$ cat config.mk
export PLATFORM = sky130hd
export DESIGN_NAME = prng_sched_ctrl_flat
export DESIGN_NICKNAME = d
export VERILOG_FILES = /design/src/rtl/prng_sched_if.sv /design/src/rtl/prng_sched_ctrl.sv /design/src/flat_wrapper.sv
export SDC_FILE = /design/constraint.sdc
export NUM_CORES = 1
export LEC_CHECK = 0
export CAP_MARGIN = 0
export CORE_MARGIN = 2
export CORE_UTILIZATION = 30
export CTS_CLUSTER_SIZE = 28
export DETAILED_ROUTE_END_ITERATION = 16
export PLACE_DENSITY = 0.61
export SLEW_MARGIN = 10
export SYNTH_ARGS = -nofsm -noshare
export SYNTH_HDL_FRONTEND = slang
export SYNTH_SLANG_ARGS = --single-unit
$ cat constraint.sdc
create_clock -name clk -period 3.3 [get_ports clk]
set_input_delay 0.99 -clock clk [delete_from_list [all_inputs] [get_ports clk]]
set_output_delay 0.99 -clock clk [all_outputs]
set_load 0.02 [all_outputs]
$ cat src/rtl/prng_sched_if.sv
// Request/grant bus between the PRNG scheduler and its requesters.
interface prng_sched_if #(
    parameter int N_REQ = 4
) ();
    logic [N_REQ-1:0] req;
    logic             reseed_req;
    logic [127:0]     prng_data;
    logic             prng_rst_n;
    logic [N_REQ-1:0] gnt;
    logic             rvalid;
    logic [127:0]     rdata;
    logic             busy;
    logic [31:0]      word_cnt;

    modport slave (
        input  req, reseed_req, prng_data,
        output prng_rst_n, gnt, rvalid, rdata, busy, word_cnt
    );

    modport master (
        output req, reseed_req, prng_data,
        input  prng_rst_n, gnt, rvalid, rdata, busy, word_cnt
    );
endinterface

$ cat src/rtl/prng_sched_ctrl.sv
// Shares one 128-bit PRNG among N_REQ requesters: reseed, warm-up discard,
// then round-robin one-word grants with periodic or requested reseeds.
module prng_sched_ctrl #(
    parameter int N_REQ         = 4,
    parameter int WARMUP        = 8,
    parameter int SEED_CYC      = 2,
    parameter int RESEED_PERIOD = 1024
) (
    input  logic         clk,
    input  logic         rst,
    prng_sched_if.slave  bus
);
    localparam int PW = (N_REQ > 1) ? $clog2(N_REQ) : 1;

    localparam logic [1:0] SEED  = 2'd0;
    localparam logic [1:0] WARM  = 2'd1;
    localparam logic [1:0] SERVE = 2'd2;

    logic [1:0]       state_q, state_d;
    logic [31:0]      cnt_q, cnt_d;
    logic [PW-1:0]    ptr_q, ptr_d;
    logic [N_REQ-1:0] gnt_q, gnt_d;
    logic             rvalid_q, rvalid_d;
    logic [127:0]     rdata_q, rdata_d;
    logic [31:0]      served_q, served_d;
    logic [31:0]      word_cnt_q, word_cnt_d;

    logic [N_REQ-1:0] elig;
    logic [PW:0]      pick_r;
    logic             reseed_due;

    // Returns {found, index}: first set bit of e scanning upward from p, wrapping.
    function automatic logic [PW:0] pick(input logic [N_REQ-1:0] e, input logic [PW-1:0] p);
        logic [PW:0]      r;
        logic [N_REQ-1:0] tmp;
        int               k;
        r = '0;
        for (int i = N_REQ - 1; i >= 0; i--) begin
            k   = (int'(p) + i) % N_REQ;
            tmp = e >> k;
            if (tmp[0]) r = {1'b1, k[PW-1:0]};
        end
        return r;
    endfunction

    // The requester granted last cycle has not yet seen its gnt, so mask it.
    assign elig       = bus.req & ~gnt_q;
    assign pick_r     = pick(elig, ptr_q);
    assign reseed_due = bus.reseed_req ||
                        (RESEED_PERIOD != 0 && served_q >= 32'(RESEED_PERIOD));

    always_comb begin
        state_d    = state_q;
        cnt_d      = cnt_q;
        ptr_d      = ptr_q;
        gnt_d      = '0;
        rvalid_d   = 1'b0;
        rdata_d    = rdata_q;
        served_d   = served_q;
        word_cnt_d = word_cnt_q;
        case (state_q)
            SEED: begin
                if (cnt_q == 32'(SEED_CYC - 1)) begin
                    state_d = WARM;
                    cnt_d   = '0;
                end else begin
                    cnt_d = cnt_q + 32'd1;
                end
            end
            WARM: begin
                if (cnt_q == 32'(WARMUP - 1)) begin
                    state_d = SERVE;
                    cnt_d   = '0;
                end else begin
                    cnt_d = cnt_q + 32'd1;
                end
            end
            SERVE: begin
                if (reseed_due) begin
                    state_d  = SEED;
                    cnt_d    = '0;
                    served_d = '0;
                end else if (pick_r[PW]) begin
                    gnt_d[pick_r[PW-1:0]] = 1'b1;
                    rvalid_d   = 1'b1;
                    rdata_d    = bus.prng_data;
                    served_d   = served_q + 32'd1;
                    word_cnt_d = word_cnt_q + 32'd1;
                    ptr_d      = (pick_r[PW-1:0] == PW'(N_REQ - 1)) ? '0 : pick_r[PW-1:0] + 1'b1;
                end
            end
            default: begin
                state_d = SEED;
                cnt_d   = '0;
            end
        endcase
    end

    always_ff @(posedge clk or negedge rst) begin
        if (!rst) begin
            state_q    <= SEED;
            cnt_q      <= '0;
            ptr_q      <= '0;
            gnt_q      <= '0;
            rvalid_q   <= 1'b0;
            rdata_q    <= '0;
            served_q   <= '0;
            word_cnt_q <= '0;
        end else begin
            state_q    <= state_d;
            cnt_q      <= cnt_d;
            ptr_q      <= ptr_d;
            gnt_q      <= gnt_d;
            rvalid_q   <= rvalid_d;
            rdata_q    <= rdata_d;
            served_q   <= served_d;
            word_cnt_q <= word_cnt_d;
        end
    end

    assign bus.prng_rst_n = (state_q != SEED);
    assign bus.busy       = (state_q != SERVE);
    assign bus.gnt        = gnt_q;
    assign bus.rvalid     = rvalid_q;
    assign bus.rdata      = rdata_q;
    assign bus.word_cnt   = word_cnt_q;
endmodule

$ cat src/flat_wrapper.sv
// flat-port wrapper written by rule: the top's interface ports become plain ports
module prng_sched_ctrl_flat 
#(
    parameter int N_REQ         = 4,
    parameter int WARMUP        = 8,
    parameter int SEED_CYC      = 2,
    parameter int RESEED_PERIOD = 1024
)
  (clk, rst, bus_req, bus_reseed_req, bus_prng_data, bus_prng_rst_n, bus_gnt, bus_rvalid, bus_rdata, bus_busy, bus_word_cnt);
  prng_sched_if #(.N_REQ(N_REQ)) bus_i ();
  input  logic clk;
  input  logic rst;
  input wire logic [$bits(bus_i.req)-1:0] bus_req;
  input wire logic [$bits(bus_i.reseed_req)-1:0] bus_reseed_req;
  input wire logic [$bits(bus_i.prng_data)-1:0] bus_prng_data;
  output wire logic [$bits(bus_i.prng_rst_n)-1:0] bus_prng_rst_n;
  output wire logic [$bits(bus_i.gnt)-1:0] bus_gnt;
  output wire logic [$bits(bus_i.rvalid)-1:0] bus_rvalid;
  output wire logic [$bits(bus_i.rdata)-1:0] bus_rdata;
  output wire logic [$bits(bus_i.busy)-1:0] bus_busy;
  output wire logic [$bits(bus_i.word_cnt)-1:0] bus_word_cnt;
  assign bus_i.req = bus_req;
  assign bus_i.reseed_req = bus_reseed_req;
  assign bus_i.prng_data = bus_prng_data;
  assign bus_prng_rst_n = bus_i.prng_rst_n;
  assign bus_gnt = bus_i.gnt;
  assign bus_rvalid = bus_i.rvalid;
  assign bus_rdata = bus_i.rdata;
  assign bus_busy = bus_i.busy;
  assign bus_word_cnt = bus_i.word_cnt;
  prng_sched_ctrl #(.N_REQ(N_REQ), .WARMUP(WARMUP), .SEED_CYC(SEED_CYC), .RESEED_PERIOD(RESEED_PERIOD)) u_core (.clk(clk), .rst(rst), .bus(bus_i));
endmodule
run_1/layers.png
(2 px per um) Two of the layers only.
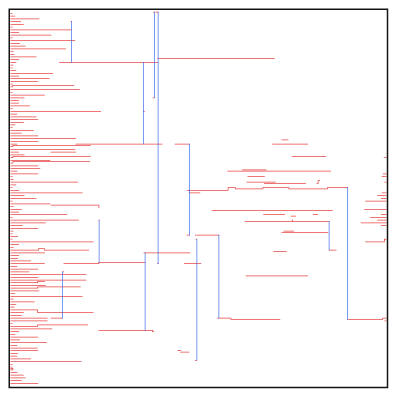
red -> M3  # wire length 2550 um
blue -> M4  # wire length 541 um

run_1/ff_map.png
(3 px per um) Other sequential cells in the stronger grey, the rest of the logic in the fainter grey.
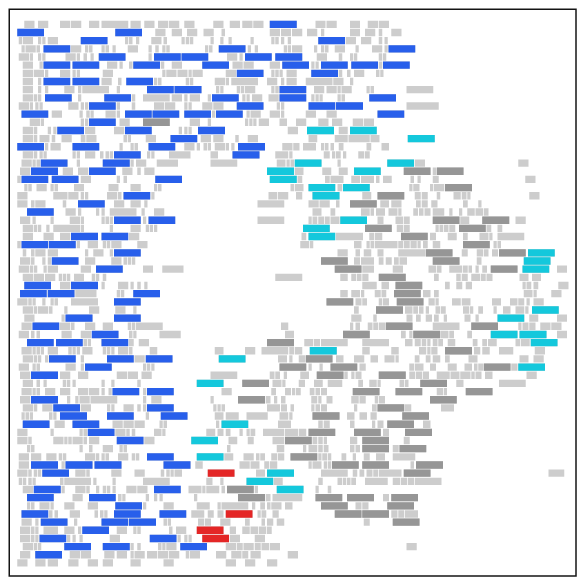
cyan -> `u_core.bus.word_cnt`  # flops 32
blue -> `u_core.bus.rdata`  # flops 128
red -> `u_core.bus.gnt`  # flops 4

==> results.txt, run 1 <==
Quick summary of the implementation run below.

The flow ran to the end, and the final reports show no timing, DRC or antenna violations. Per the detail_route log, the uppermost layer with routed signals is met4. The combinational share of cell area is 27.4%. Total global-route track usage over all layers is between 10% and 20%. The number of flip-flops and latches in the synthesized netlist is between 200 and 250. The arrival time reported for the critical path endpoint came out at roughly 2 ns. The cell class ranked first by area is flip-flops and latches. The total number of vias is slightly below 9000. The top cell types in the final layout, fill and taps aside, are 433 x sky130_fd_sc_hd__nand2_1, 300 x sky130_fd_sc_hd__clkdlybuf4s50_1, 233 x sky130_fd_sc_hd__dfrtp_1, 40 x sky130_fd_sc_hd__nand3_1, 30 x sky130_fd_sc_hd__nor2_1. The detailed router finished its first iteration with between 400 and 500 violations. The portion of the layout cell area used by non-clock buffers is 22.7%. The final number of max-transition violations is 0. The number of stages on the worst setup path is 3.

Setup repair after global routing left no endpoint under its margin. The share of total power in the clock network is between 40% and 50%. The area fraction in full adders, half adders and majority gates came out at between 1 and 1.5%. Detailed placement ended at an HPWL of 22100 um. Per the post-place timing report, worst setup slack is around 0.19 ns. For this run, the slowest stage of the critical path takes approximately 0.65 ns. The total cell area at the placement stage came out at 13900 um2.

The family with the most delay on the worst path is buffers and inverters. The tree is rooted in a sky130_fd_sc_hd__clkbuf_16. The number of flip-flops in the largest register is roughly 130. The post-route core utilization came out at approximately 44%. The final layout contains 1553 nets.

Post-synth the commonest register cell is sky130_fd_sc_hd__dfrtp_1. The layout report lists the clock-cell share of area as under 10%. The slack of the worst reg-to-reg path came out at roughly 0.9 ns.

The area occupied by multi-input gates is slightly above 4000 um2. The area of all placed cells without fillers is ~15000 um2. Row generation in the floorplan step produced roughly 67 rows. The number of warnings in the stage logs came out at 34.

Registers represent a cell area share of 39.4%. The slowest stage of the critical path belongs to the cell sky130_fd_sc_hd__clkdlybuf4s50_1. The number of global-route vias before repair is 8944. The flow reports an fmax of ~0.33 GHz.

The non-clock buffer total of the final layout is 334.
run_1/route_heat.png
(2 px per um) 38 x 38 tiles, from dark blue (low) to red (high), scaled to the fullest tile. Values are wire area over tile area, all layers added.
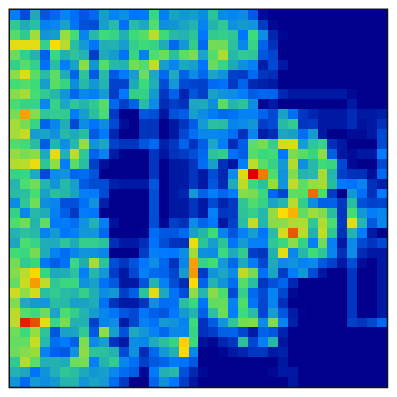
nearly empty tiles = 20%
fullest tile = 0.55
tiles over half the peak = 13%
mean over tiles = 0.14

run_1/port_trees.png
(2 px per um)
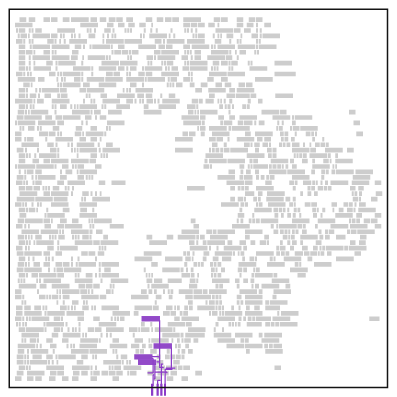
purple -> `bus_gnt`  # bits 4, direction output, edge south, end cells 4, buffers 4, wire 105 um

-- run 1: cell usage after synthesis, types with 3 or more instances --
cell / count / area share [%]
sky130_fd_sc_hd__mux2i_1: 4 / 0.39
sky130_fd_sc_hd__and3_1: 6 / 0.37
sky130_fd_sc_hd__nand3b_1: 3 / 0.22
sky130_fd_sc_hd__a31oi_1: 3 / 0.18
sky130_fd_sc_hd__nand3_1: 40 / 2.0
sky130_fd_sc_hd__o21a_1: 4 / 0.29
sky130_fd_sc_hd__nor4_2: 6 / 0.74
sky130_fd_sc_hd__ha_1: 9 / 1.1
sky130_fd_sc_hd__nand2_1: 433 / 16
sky130_fd_sc_hd__nand4_1: 14 / 0.86
sky130_fd_sc_hd__dfrtp_1: 233 / 57
sky130_fd_sc_hd__or4_1: 4 / 0.29
sky130_fd_sc_hd__a21o_1: 11 / 0.81
sky130_fd_sc_hd__clkbuf_1: 20 / 0.74
sky130_fd_sc_hd__o21ai_0: 28 / 1.4
sky130_fd_sc_hd__nor2_1: 30 / 1.1
sky130_fd_sc_hd__or3_1: 10 / 0.61
sky130_fd_sc_hd__nor4b_1: 4 / 0.34
sky130_fd_sc_hd__inv_1: 24 / 0.88
sky130_fd_sc_hd__xor2_1: 14 / 1.2
sky130_fd_sc_hd__nor4_1: 27 / 1.7
sky130_fd_sc_hd__a21oi_1: 17 / 0.83
sky130_fd_sc_hd__nor3_1: 19 / 0.93
sky130_fd_sc_hd__or2_2: 3 / 0.18
sky130_fd_sc_hd__xnor2_1: 23 / 2.0
sky130_fd_sc_hd__and4_1: 6 / 0.52
sky130_fd_sc_hd__and2_1: 21 / 1.3
sky130_fd_sc_hd__buf_2: 25 / 1.2
sky130_fd_sc_hd__nor2b_1: 10 / 0.61
==> run 2, diff against run 1 <==
--- a/config.mk
+++ b/config.mk
@@ -8,7 +8,6 @@
 export CAP_MARGIN = 0
 export CORE_MARGIN = 2
 export CORE_UTILIZATION = 30
-export CTS_CLUSTER_SIZE = 28
 export DETAILED_ROUTE_END_ITERATION = 16
 export PLACE_DENSITY = 0.61
 export SLEW_MARGIN = 10
run_2/port_trees.png
(2 px per um)
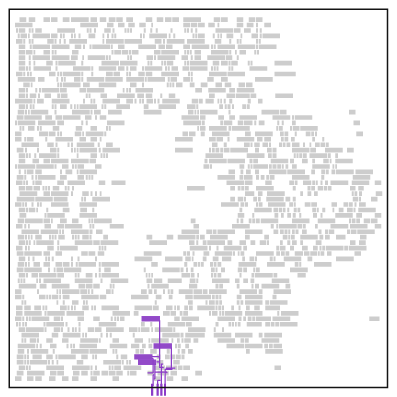
purple -> `bus_gnt`  # bits 4, direction output, edge south, end cells 4, buffers 4, wire 105 um

run_2/route_heat.png
(2 px per um) 38 x 38 tiles, from dark blue (low) to red (high), scaled to the fullest tile. Values are wire area over tile area, all layers added.
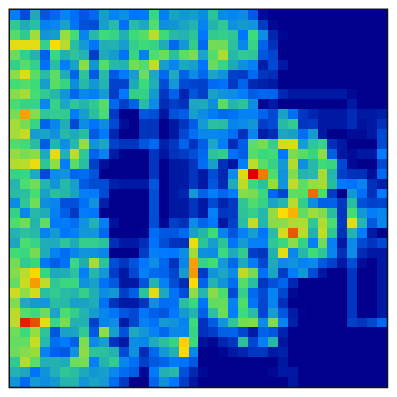
tiles over half the peak = 13%
emptiest ninth of the die = north-east
mean over tiles = 0.14
fullest tile = 0.55
nearly empty tiles = 20%

==> run 2 against run 1 <==
- synthesized area unchanged
- worst setup slack unchanged
- critical endpoint unchanged
- cell area unchanged
- sequential share of layout area unchanged
- die size unchanged
==> results.txt, run 2 <==
Quick summary of the implementation run below.

Outcome: finished, final reports clean (unchanged). The peak supply drop came out at 0.000318 V (unchanged). Top area cell types: sky130_fd_sc_hd__dfrtp_1 57%, sky130_fd_sc_hd__nand2_1 16%, sky130_fd_sc_hd__xnor2_1 2.0% (unchanged). The end of the worst register-to-register path is u_core.cnt_q[30]$_DFFE_PN0P_ (unchanged). The power density normalized to cell area is 412 nW/um2 (unchanged). The insertion delay of the later-clocked pin in the worst-skew pair came out at 0.53 ns (about the same). The post-synthesis average cell area is 9.34 um2 (unchanged). Leading cell types by count after synthesis: 433 x sky130_fd_sc_hd__nand2_1, 233 x sky130_fd_sc_hd__dfrtp_1, 40 x sky130_fd_sc_hd__nand3_1 (unchanged). The number of cells in the yosys synthesis report came to 1092 (unchanged). The number of nets at the end of the flow is 1553 (unchanged). The leakage component of the power came out at 6.95 nW (unchanged). The maximum operating frequency came to 0.330 GHz (unchanged). The post-synthesis compound-gate area fraction is 5.48% (unchanged). The area of the core came out at 33500 um2 (unchanged). The combined area of all synthesized cells is 10200 um2 (unchanged). The core utilization before placement was 30.4% (unchanged).

The number of antenna violations at the first check in global routing came to 0 (unchanged). The relative slew slack came out at 55.0% (unchanged). The floorplan net count was 1236 (unchanged). The clock sink count came to 233 (unchanged). The proportion of layout cells with a drive suffix above 1 came to 7.14% (unchanged).

The slack of the worst reg-to-reg path came out at 0.88 ns (about the same). The post-route core utilization came to 44.1% (unchanged). The maximum clock skew at final layout is 0.0119 ns (unchanged). The area fraction of the dominant cell type after synthesis is 57.2% (unchanged).

The main logic family after synthesis is simple AND/OR/NAND/NOR gates (unchanged). The post-layout minimum cycle time came out at 3.03 ns (unchanged). The area of all placed cells without fillers is 14800 um2 (unchanged). The final-layout worst hold slack is 0.473 ns (unchanged). The final clock period utilization by the worst path is 91.7% (unchanged). The dominant cell by count in the synthesized netlist is sky130_fd_sc_hd__nand2_1 (unchanged). The number of standard-cell rows in the floorplan was 67 (unchanged). The final number of max-transition violations is 0 (unchanged). The summed negative setup slack over all endpoints is 0 ns (unchanged). The number of DRC violations after detailed-routing iteration 0 is 412 (unchanged). The startpoint class of the critical path was a flop (unchanged).

The number of flip-flops in the largest register is 128 (unchanged). The count of cells along the worst register-to-register path was 6 (unchanged). The routed wire length came out at 30800 um (unchanged).

The largest net degree at the start of global routing came to 109 (unchanged). The type of the worst setup path is reg2out (unchanged). The arrival time reported for the critical path endpoint came out at 2.04 ns (about the same). The area occupied by multi-input gates came out at 4060 um2 (unchanged).

The fill cell total of the finished layout is 3321 (unchanged). The total cell area at the placement stage is 13900 um2 (unchanged). The total number of vias is 8654 (unchanged). The total CTS buffers is 28 (unchanged).

The length of the first detailed-routing pass in iterations came to 4 (unchanged). The most used flip-flop cell after synthesis is sky130_fd_sc_hd__dfrtp_1 (unchanged). The post-cts resize count is 0 (unchanged). The sum of internal, switching and leakage power came out at 6.09 mW (unchanged). The sequential cell area is 5830 um2 (unchanged). The cell accounting for the most synthesized area was sky130_fd_sc_hd__dfrtp_1 (unchanged).

The estimated wirelength of the detail-placed design came out at 22100 um (unchanged). The area fraction in full adders, half adders and majority gates is 1.10% (unchanged). The count of library flops with an enable pin came to 0 (unchanged). The global placement routability congestion is 0.788 (unchanged). The layout overhead on the synthesized area was 45.1% (unchanged). The average routed wire per standard cell is 16.4 um (unchanged). The number of global-route vias before repair came out at 8944 (unchanged). The overall chip area came to 35500 um2 (unchanged). The die outline height came to 188 um (unchanged). The all-layer global routing usage is 17.5% (unchanged).

The tally of max-capacitance violations came out at 0 (unchanged). The fraction of synthesized cell area in xor and xnor cells came out at 3.18% (unchanged). The share of async-settable or async-resettable flops after synthesis is 100% (unchanged). The count of pins on the block boundary came out at 302 (unchanged).

The cell count after synthesis is 1092 (unchanged). The number of I/O port buffers is 301 (unchanged). Most used cells in the layout excluding fill and tap cells: 433 x sky130_fd_sc_hd__nand2_1, 300 x sky130_fd_sc_hd__clkdlybuf4s50_1, 233 x sky130_fd_sc_hd__dfrtp_1, 40 x sky130_fd_sc_hd__nand3_1, 30 x sky130_fd_sc_hd__nor2_1 (unchanged). The number of flip-flops and latches in the synthesized netlist is 233 (unchanged). The buffer type at the clock tree root was sky130_fd_sc_hd__clkbuf_16 (unchanged). Unrepaired setup endpoints after global routing: no (unchanged). The number of warnings in the stage logs came out at 34 (unchanged). The hold-fix buffer count after cts is 0 (unchanged).
run 2: worst max-delay path, cell delays in order, from the launching register on:
cell	delay [ns]
sky130_fd_sc_hd__dfrtp_1	0.42
sky130_fd_sc_hd__and2b_1	0.24
sky130_fd_sc_hd__inv_1	0.19
sky130_fd_sc_hd__clkdlybuf4s50_1	0.65
run 2: layer usage:
layer	share of wire [%]	global-route usage (%)	vias to the layer above
met3	8.3	5.85	27
met5	0	0	-
met1	41	21.5	4157
met4	1.8	3.70	0
met2	49	29.9	237
li1	-	-	4233
run 2: how the worst max path moves through the flow:
stage | slack, ns | endpoint | from
after floorplan | 0.73 | u_core.bus.rdata[10]$_DFFE_PN0P_ | bus_req[3]
after global placement | 0.17 | u_core.bus.word_cnt[3]$_DFFE_PN0P_ | bus_req[3]
after detailed placement | 0.19 | u_core.bus.word_cnt[22]$_DFFE_PN0P_ | bus_reseed_req
after CTS | 0.26 | bus_busy | u_core.state_q[0]$_DFFE_PN0P_
after global routing | 0.19 | bus_busy | u_core.state_q[0]$_DFFE_PN0P_
final | 0.27 | bus_busy | u_core.state_q[0]$_DFFE_PN0P_
run 2: through the flow:
step                      setup slack, ns  cells
after detailed placement            0.191   1827
after global routing                0.189   1876
after CTS                           0.263   1876
after floorplan                     0.726   1092
final                               0.273   1876
after global placement              0.170   1827
run 2: area by class of cell:
cell class	instances	share of cell area (%)
Multi-Input combinational cell	787	27.4
Clock buffer	43	5.60
Timing Repair Buffer	334	22.7
Inverter	25	0.651
Tap cell	448	3.79
Clock inverter	6	0.406
Sequential cell	233	39.4
run 2: power by group:
group	total, mW	leakage (nW)	internal, mW	switching [mW]
logic	0.250	3.40	0.156	0.0938
clock network	2.98	0.430	1.79	1.19
registers	2.86	3.12	2.86	0
==> run 3, diff against run 2 <==
--- a/config.mk
+++ b/config.mk
@@ -10,6 +10,7 @@
 export CORE_UTILIZATION = 30
 export DETAILED_ROUTE_END_ITERATION = 16
 export PLACE_DENSITY = 0.61
+export RECOVER_POWER = 50
 export SLEW_MARGIN = 10
 export SYNTH_ARGS = -nofsm -noshare
 export SYNTH_HDL_FRONTEND = slang
run_3/placed.png
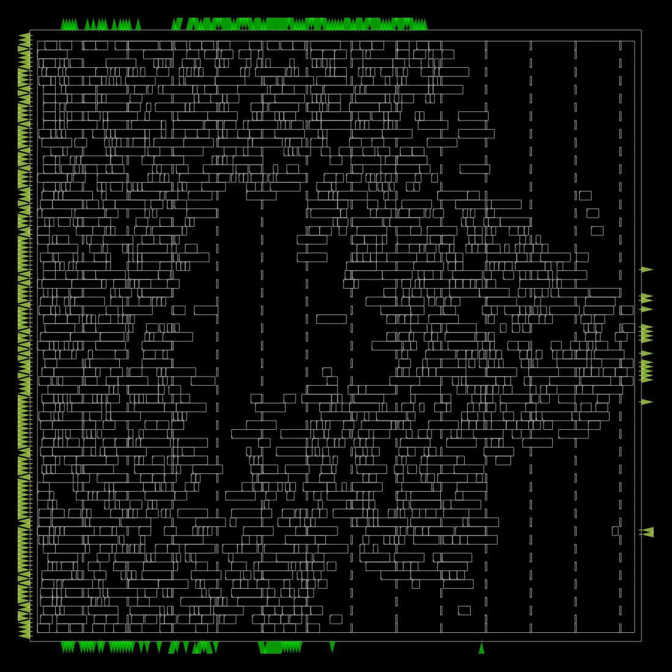
Core Util, Final: 43.9%
Filler cells: 3329

run_3/route_heat.png
(2 px per um) 38 x 38 tiles, from dark blue (low) to red (high), scaled to the fullest tile. Values are wire area over tile area, all layers added.
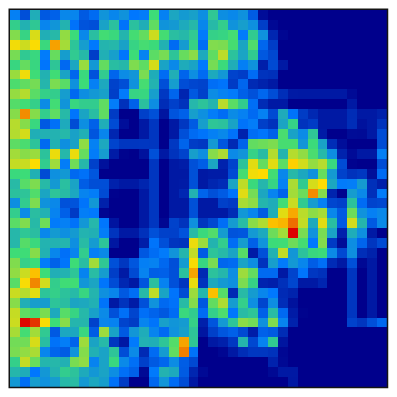
emptiest ninth of the die = north-east
tiles over half the peak = 16%
fullest tile = 0.53
nearly empty tiles = 20%
mean over tiles = 0.14

==> run 3 against run 2 <==
- the run now ends with max-capacitance violations, max-slew violations left
- combinational power decreased by 2%
- total power hardly changed
- via count grew 0.50%
- synthesized area is the same
- cell count unchanged
- fmax hardly changed
- utilization down 0.26 points
- register-to-register slack worse by 0.18 ns
- routed wire length is 0.10% higher
- flip-flop count did not move
- critical endpoint is now u_core.served_q[28]$_DFFE_PN0P_
==> results.txt, run 3 <==
Quick summary of the implementation run below.

Outcome: finished, violations left (was finished, final reports clean). The checks that failed: max-capacitance violations, max-slew violations. The sequential cell area came out at 5830 um2 (unchanged).

Most used cells in the layout excluding fill and tap cells: 433 x sky130_fd_sc_hd__nand2_1, 298 x sky130_fd_sc_hd__clkdlybuf4s50_1, 233 x sky130_fd_sc_hd__dfrtp_1, 40 x sky130_fd_sc_hd__nand3_1, 30 x sky130_fd_sc_hd__nor2_1 (was 433 x sky130_fd_sc_hd__nand2_1, 300 x sky130_fd_sc_hd__clkdlybuf4s50_1, 233 x sky130_fd_sc_hd__dfrtp_1, 40 x sky130_fd_sc_hd__nand3_1, 30 x sky130_fd_sc_hd__nor2_1). The total buffers and inverters traversed by the critical path is 4 (was 2). The tap cell count came out at 448 (unchanged).

The proportion of total power due to net switching came out at 21.1% (about the same). The number of I/O port buffers is 301 (unchanged). The destination of the critical timing path is u_core.served_q[28]$_DFFE_PN0P_ (was bus_busy).

The global placement routability congestion is 0.788 (unchanged). The total number of multi-input combinational cells is 787 (unchanged). Top area cell types: sky130_fd_sc_hd__dfrtp_1 57%, sky130_fd_sc_hd__nand2_1 16%, sky130_fd_sc_hd__xnor2_1 2.0% (unchanged).

The power density normalized to cell area came out at 414 nW/um2 (was 412 nW/um2). The share of total power in the clock network came out at 49.0% (about the same). The area of the core came out at 33500 um2 (unchanged).

The length of the first detailed-routing pass in iterations is 5 (was 4). Unrepaired setup endpoints after global routing: no (unchanged). The count of library flops with an enable pin came out at 0 (unchanged). The count of pins on the block boundary is 302 (unchanged).

The hold-fix buffer count after cts was 0 (unchanged). The combined area of all synthesized cells was 10200 um2 (unchanged). The startpoint class of the critical path is an input port (was flop). The tally of max-capacitance violations came out at 1 (was 0). The portion of the layout cell area used by non-clock buffers is 22.5% (was 22.7%). The area fraction of clock buffers and clock inverters is 6.04% (was 6.00%). The clock sink count came out at 233 (unchanged). The area occupied by multi-input gates is 4030 um2 (was 4060 um2). The end of the worst register-to-register path is u_core.cnt_q[15]$_DFFE_PN0P_ (was u_core.cnt_q[30]$_DFFE_PN0P_).

The peak supply drop came to 0.000318 V (about the same). The total CTS buffers is 28 (unchanged). The routed wire length is 30800 um (about the same). The average routed wire per standard cell was 16.4 um (about the same). The number of warnings in the stage logs was 34 (unchanged). The core utilization before placement came out at 30.4% (unchanged). The inverter count of the layout excluding clock inverters is 25 (unchanged). The fraction of standard cell area that is sequential came out at 39.6% (was 39.4%). Per STA, the library cell used most along the worst path is sky130_fd_sc_hd__clkbuf_1. The sequential share of power came out at 46.9% (about the same).

The summed negative setup slack over all endpoints is 0 ns (unchanged). The proportion of power drawn by combinational gates is 4.0% (was 4.1%). The floorplan net count came out at 1236 (unchanged). The share of async-settable or async-resettable flops after synthesis is 100% (unchanged).

The final number of max-transition violations was 81 (was 0). The buffer type at the clock tree root is sky130_fd_sc_hd__clkbuf_16 (unchanged). The net switching power of the design came out at 1.29 mW (about the same).

The post-synthesis average cell area came out at 9.34 um2 (unchanged). The area fraction of the dominant cell type after synthesis came out at 57.2% (unchanged). The total cell area at the placement stage is 13900 um2 (unchanged). Critical path cell sequence: dlygate4sd3_1 -> nor2b_1 -> clkbuf_1 -> or4_1 -> o31ai_1 -> clkbuf_1 -> buf_4 -> and2_1 (was and2b_1 -> inv_1 -> clkdlybuf4s50_1). The number of antenna violations at the first check in global routing is 0 (unchanged). The slack of the worst reg-to-reg path is 0.70 ns (was 0.88 ns). The cell accounting for the most synthesized area was sky130_fd_sc_hd__dfrtp_1 (unchanged). The number of flip-flops in the largest register is 128 (unchanged). The die outline height came out at 188 um (unchanged). The relative slew slack is -46.7% (was 55.0%). The final clock period utilization by the worst path came out at 91.7% (about the same). The total number of vias came out at 8697 (was 8654). The post-cts resize count came to 0 (unchanged). The estimated wirelength of the detail-placed design is 22100 um (unchanged).

The dominant cell by count in the synthesized netlist is sky130_fd_sc_hd__nand2_1 (unchanged). The combinational share of cell area is 27.4% (about the same). The number of flip-flops and latches is 233 (unchanged). The worst hold endpoint is u_core.bus.rdata[23]$_DFFE_PN0P_. The area of all placed cells without fillers came out at 14700 um2 (was 14800 um2). The post-layout minimum cycle time came out at 3.03 ns (about the same). The insertion delay of the later-clocked pin in the worst-skew pair came out at 0.54 ns (was 0.53 ns). The maximum clock skew at final layout is 0.0153 ns (was 0.0119 ns). The non-clock buffer total of the final layout came out at 334 (unchanged).

The arrival time reported for the critical path endpoint is 3.50 ns (was 2.04 ns). The slowest stage cell on the critical path is sky130_fd_sc_hd__or4_1 (was sky130_fd_sc_hd__clkdlybuf4s50_1). The maximum operating frequency is 0.330 GHz (about the same). The largest net degree at the start of global routing is 109 (unchanged). The family with the most delay on the worst path is buffers and inverters (unchanged).

The number of global-route vias before repair is 8944 (unchanged). The cell count after synthesis is 1092 (unchanged). The all-layer global routing usage came out at 17.5% (unchanged). The final-layout worst hold slack is 0.473 ns (about the same). The number of standard-cell rows in the floorplan was 67 (unchanged). The placement-stage worst setup slack is 0.191 ns (unchanged). The type of the worst setup path is in2reg (was reg2out). Leading cell types by count after synthesis: 433 x sky130_fd_sc_hd__nand2_1, 233 x sky130_fd_sc_hd__dfrtp_1, 40 x sky130_fd_sc_hd__nand3_1 (unchanged).
-- run 3: cell count changes in the layout (fill, tap and decap cells not counted), moves of 2 or more --
cell | before | now
sky130_fd_sc_hd__dlygate4sd3_1 | 0 | 2
sky130_fd_sc_hd__buf_4 | 25 | 13
sky130_fd_sc_hd__clkdlybuf4s50_1 | 300 | 298
sky130_fd_sc_hd__and2_1 | 21 | 15
sky130_fd_sc_hd__clkbuf_1 | 9 | 18
sky130_fd_sc_hd__clkbuf_2 | 0 | 4
sky130_fd_sc_hd__and2_0 | 0 | 6
-- run 3: power groups by stage --
stage / clock network [mW] / registers (mW) / logic [mW]
after floorplan: 0 / 2.91 / 0.0165
after global placement: 0 / 2.91 / 0.253
after detailed placement: 0 / 2.91 / 0.255
after CTS: 3.08 / 2.86 / 0.257
after global routing: 3.21 / 2.86 / 0.271
final: 2.99 / 2.86 / 0.245
-- run 3: worst register-to-register path, delay by kind of cell, from the launching register on --
| family | cells | cell delay [ns] |
|---|---|---|
| simple gates | 3 | 0.86 |
| buf+inv | 2 | 0.97 |
| flops | 1 | 0.37 |
| compound gates | 2 | 0.30 |
-- run 3: logic make-up (layout without fill, tap and decap cells) --
family	count (synthesis)	in the layout	share of synthesized area (%)
simple gates	652	652	29.6
flops	233	233	57.2
compound gates	85	85	5.48
buf+inv	72	408	3.07
xor+xnor	37	37	3.18
fa+ha+maj	9	9	1.10
mux	4	4	0.393
-- run 3: layer usage --
layer  global-route usage [%]  part of all wire [%]  vias to the layer above
met5                        0                     0                        -
met4                     3.70                   1.7                        0
met3                     5.85                   8.1                       26
met2                     29.9                    49                      239
met1                     21.5                    41                     4198
li1                         -                     -                     4234
No activity file was given, so power comes from the tool's default toggle rates.
